Figure 1. Close-up of the layout.
Region (97, 24) to (122, 49) microns. Cells in gray, sequential cells in the stronger gray; small squares are vias.
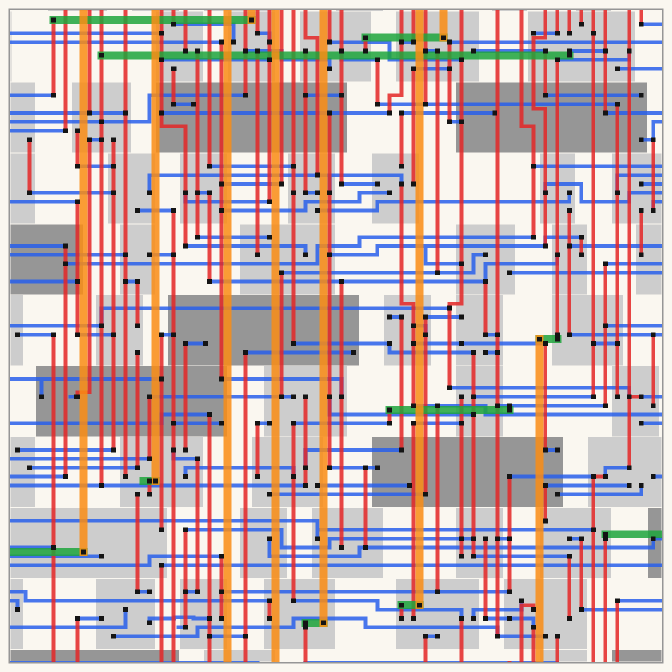
Figure 2. Floorplan with the power grid.
Scale bar: 50 microns. Pins as bars on the die edge. Tap cells in gray.
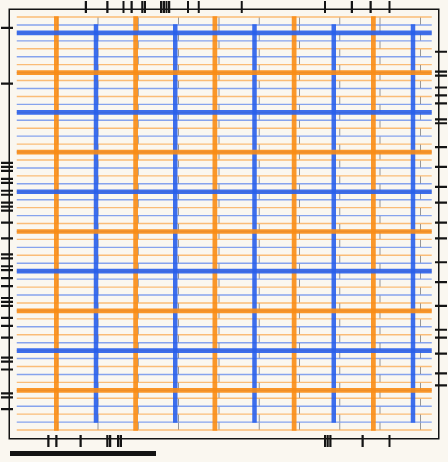
Figure 3. Signal wires by layer.
Two of the layers only.
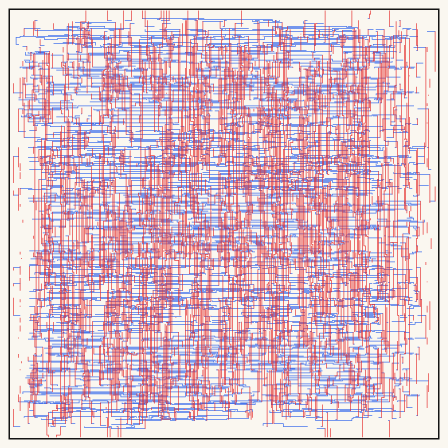
[config.mk]
export PLATFORM = sky130hd
export DESIGN_NAME = bs_pack_core
export DESIGN_NICKNAME = d
export VERILOG_FILES = /design/src/rtl/bs_pack_core.sv
export SDC_FILE = /design/constraint.sdc
export NUM_CORES = 1
export LEC_CHECK = 0
export CAP_MARGIN = 15
export CELL_PAD_IN_SITES_DETAIL_PLACEMENT = 1
export CELL_PAD_IN_SITES_GLOBAL_PLACEMENT = 1
export CORE_MARGIN = 2
export CORE_UTILIZATION = 44
export DETAILED_ROUTE_END_ITERATION = 7
export PLACE_DENSITY_LB_ADDON = 0.1
export SLEW_MARGIN = 20
export SYNTH_ARGS = -nofsm -noshare
export SYNTH_HDL_FRONTEND = slang
export SYNTH_SLANG_ARGS = --single-unit
[constraint.sdc]
create_clock -name clk -period 3.2 [get_ports clk]
set_clock_uncertainty 0.1 [all_clocks]
set_input_delay 0.32 -clock clk [delete_from_list [all_inputs] [get_ports clk]]
set_output_delay 0.32 -clock clk [all_outputs]
set_load 0.05 [all_outputs]
[src/rtl/bs_pack_core.sv]
// bs_pack_core: packs variable-length code tokens into fixed-width output
// words, LSB-first (deflate order) or MSB-first, with a final flush word.
module bs_pack_core #(
    parameter int unsigned DATA_WD   = 32,
    parameter int unsigned MAX_LEN   = 32,
    parameter int unsigned LEN_WD    = 6,
    parameter bit          MSB_FIRST = 1'b0
) (
    input  logic                        clk,
    input  logic                        rst,
    input  logic                        start_i,
    input  logic                        val_i,
    input  logic [LEN_WD-1:0]           len_i,
    input  logic [MAX_LEN-1:0]          dat_i,
    input  logic                        lst_i,
    output logic                        rdy_o,
    output logic                        val_o,
    output logic [DATA_WD-1:0]          dat_o,
    output logic [$clog2(DATA_WD/8):0]  byt_o,
    output logic                        lst_o,
    input  logic                        rdy_i,
    output logic                        done_o
);

    localparam int unsigned ACC_WD = DATA_WD + MAX_LEN;
    localparam int unsigned CNT_WD = $clog2(ACC_WD + 1);
    localparam int unsigned BYT_WD = $clog2(DATA_WD / 8) + 1;

    localparam logic [1:0] ST_IDLE  = 2'd0;
    localparam logic [1:0] ST_RUN   = 2'd1;
    localparam logic [1:0] ST_FLUSH = 2'd2;
    localparam logic [1:0] ST_DONE  = 2'd3;

    logic [1:0]          state_q, state_d;
    logic [ACC_WD-1:0]   acc_q, acc_d;
    logic [CNT_WD-1:0]   cnt_q, cnt_d;
    logic                rdy_q, rdy_d;
    logic                val_q, val_d;
    logic [DATA_WD-1:0]  dat_q, dat_d;
    logic [BYT_WD-1:0]   byt_q, byt_d;
    logic                lst_q, lst_d;
    logic                done_q, done_d;

    logic [LEN_WD-1:0]   len_eff;
    logic [CNT_WD-1:0]   len_cnt;
    logic [CNT_WD-1:0]   msb_pos;
    logic [ACC_WD-1:0]   code_msk;
    logic [ACC_WD-1:0]   app_vec;
    logic [ACC_WD-1:0]   acc_shf;
    logic [DATA_WD-1:0]  head_word;
    logic                cnt_full;
    logic                cnt_over;
    logic                accept;
    logic                consume;

    // Token alignment, oldest-word extraction and word-drain shift.
    always_comb begin
        len_eff   = (len_i > LEN_WD'(MAX_LEN)) ? LEN_WD'(MAX_LEN) : len_i;
        len_cnt   = CNT_WD'(len_eff);
        code_msk  = ACC_WD'(dat_i) & ~({ACC_WD{1'b1}} << len_eff);
        // MSB-first keeps the stream left-aligned: the new code's top bit
        // lands directly below the bits already held.
        msb_pos   = CNT_WD'(ACC_WD) - cnt_q - len_cnt;
        app_vec   = MSB_FIRST ? (code_msk << msb_pos) : (code_msk << cnt_q);
        acc_shf   = MSB_FIRST ? (acc_q << DATA_WD) : (acc_q >> DATA_WD);
        head_word = MSB_FIRST ? acc_q[ACC_WD-1 -: DATA_WD] : acc_q[DATA_WD-1:0];
        cnt_full  = (cnt_q >= CNT_WD'(DATA_WD));
        cnt_over  = (cnt_q >  CNT_WD'(DATA_WD));
        // rdy_q mirrors (RUN && cnt < DATA_WD) for the current cycle.
        accept    = rdy_q && val_i;
        consume   = val_q && rdy_i;
    end

    // Next-state and registered-output logic.
    always_comb begin
        state_d = state_q;
        acc_d   = acc_q;
        cnt_d   = cnt_q;
        val_d   = val_q;
        dat_d   = dat_q;
        byt_d   = byt_q;
        lst_d   = lst_q;

        if (start_i) begin
            state_d = ST_RUN;
            acc_d   = '0;
            cnt_d   = '0;
            val_d   = 1'b0;
            dat_d   = '0;
            byt_d   = '0;
            lst_d   = 1'b0;
        end else begin
            case (state_q)
                ST_IDLE: begin
                    state_d = ST_IDLE;
                end
                ST_RUN: begin
                    if (accept) begin
                        acc_d = acc_q | app_vec;
                        cnt_d = cnt_q + len_cnt;
                        if (lst_i) begin
                            state_d = ST_FLUSH;
                        end
                    end else if (consume) begin
                        acc_d = acc_shf;
                        cnt_d = cnt_q - CNT_WD'(DATA_WD);
                        val_d = 1'b0;
                    end else if (!val_q && cnt_full) begin
                        val_d = 1'b1;
                        dat_d = head_word;
                        byt_d = BYT_WD'(DATA_WD / 8);
                        lst_d = 1'b0;
                    end
                end
                ST_FLUSH: begin
                    if (consume) begin
                        val_d = 1'b0;
                        if (lst_q) begin
                            state_d = ST_DONE;
                            acc_d   = '0;
                            cnt_d   = '0;
                        end else begin
                            acc_d = acc_shf;
                            cnt_d = cnt_q - CNT_WD'(DATA_WD);
                        end
                    end else if (!val_q) begin
                        val_d = 1'b1;
                        dat_d = head_word;
                        if (cnt_over) begin
                            byt_d = BYT_WD'(DATA_WD / 8);
                            lst_d = 1'b0;
                        end else begin
                            // Bits above cnt are already zero, so the head
                            // word is the zero-padded tail as-is.
                            byt_d = BYT_WD'((cnt_q + CNT_WD'(7)) >> 3);
                            lst_d = 1'b1;
                        end
                    end
                end
                ST_DONE: begin
                    state_d = ST_IDLE;
                end
                default: begin
                    state_d = ST_IDLE;
                end
            endcase
        end

        rdy_d  = (state_d == ST_RUN) && (cnt_d < CNT_WD'(DATA_WD));
        done_d = (state_d == ST_DONE);
    end

    // State and output registers with synchronous reset.
    always_ff @(posedge clk) begin
        if (rst) begin
            state_q <= ST_IDLE;
            acc_q   <= '0;
            cnt_q   <= '0;
            rdy_q   <= 1'b0;
            val_q   <= 1'b0;
            dat_q   <= '0;
            byt_q   <= '0;
            lst_q   <= 1'b0;
            done_q  <= 1'b0;
        end else begin
            state_q <= state_d;
            acc_q   <= acc_d;
            cnt_q   <= cnt_d;
            rdy_q   <= rdy_d;
            val_q   <= val_d;
            dat_q   <= dat_d;
            byt_q   <= byt_d;
            lst_q   <= lst_d;
            done_q  <= done_d;
        end
    end

    assign rdy_o  = rdy_q;
    assign val_o  = val_q;
    assign dat_o  = dat_q;
    assign byt_o  = byt_q;
    assign lst_o  = lst_q;
    assign done_o = done_q;

endmodule

==> GITHUB_STEP_SUMMARY <==
## Implementation flow summary

| Metric | Value |
|---|---|
| Clock network area share | 0.0270 |
| Status | complete, but fails checks |
| Pleak | 4.02 nW |
| Cell count after placement | 1583 |
| Hold Crit Class | reg -> reg |
| Drt drc | 0 |
| Area reported by Yosys stat | 0.00894 sq mm |
| Top cell family by delay on the critical path | AND-OR/OR-AND gates |
| Wl on met1 | between 15 and 20 mm |
| Initial Util | 0.445 |
| Total grt overflow | 0 |
| Crit path top cell by count | buf_4 |
| Nets | around 1400 |
| Failing checks | negative setup slack |
| Main flop type | dfxtp_1 |
| Max-area cell class | logic gates |
| Util after Layout | 0.552 |
| Crit Path Max Fanout | 7 |
| Fraction of area in multi-input gates | 0.552 |
| Max layer used | met4 |
| Layout cells sized above 1 | 0.175 |
| Initial antenna violation count | 0 |
| Place WS | -0.212 ns |
| Final Setup Violations | 2 |
| TritonCTS clock tree | yes |
| Largest stage delay on the critical path | 1.09 ns |
| Final setup margin | -0.118 ns |
| Buffer share of cell area | 0.182 |
| DR iter-0 viols | ~1000 |
| DR pass1 iterations | 5 |
| Largest register FFs | between 60 and 70 |
| Port-buffer cells | 82 |
| Layout fillers | 2489 |
| Hold depth | 2 |
| Met3 Usage GRT | 0.0631 |
-- Figure 1 (at the start) --
legend:
  metal 4:
    color: orange
  metal 1:
    color: blue
  metal 2:
    color: red
  metal 3:
    color: green
netlist names of flops here include: acc_q (5)
cells with their middle in the window: 42
most frequent: a21oi_1 (7), o21ai_0 (6), dfxtp_1 (5)
sequential cells in the window: 5

-- Figure 2 (at the start) --
legend:
  VDD:
    color: blue
  VSS:
    color: orange
rows: 52
met1 rails: 53
met5 straps: 10
Core Region: 0.0201 sq mm
Die Ht: 147 microns
peak supply drop: 0.278 mV
chip width: 147 microns

-- Figure 3 (at the start) --
legend:
  metal 1:
    color: blue
    wire_length: 16500 microns
  metal 2:
    color: red
    wire_length: 17900 microns
vias: 10612
total track usage: 0.364
final WL: 39.4 mm

synth_stat cells (12+ instances only):
library cell    n  area, sq um
mux4_2         14          315
a211oi_1       19          143
o221ai_1       14          123
clkbuf_1       62          233
nor3_1         36          180
o21ai_0        72          360
inv_1          14         52.6
mux2i_1        27          270
o211ai_1       19          143
a22oi_1        16          120
nand2_1       172          646
mux2_2         13          146
and3_1         18          113
o22ai_1        18          113
a31oi_1        12         75.1
nand3_1        23          115
o21a_1         17          128
buf_2          20          100
nor2_1         92          345
a21oi_1       113          566
dfxtp_1       112         2240
nor4_1         12         75.1
power by group:
part / internal, mW / switching (mW)
clock network: 0.555 / 0.615
registers: 1.41 / 0.0120
logic: 0.323 / 0.489
No activity file was given, so power comes from the tool's default toggle rates.
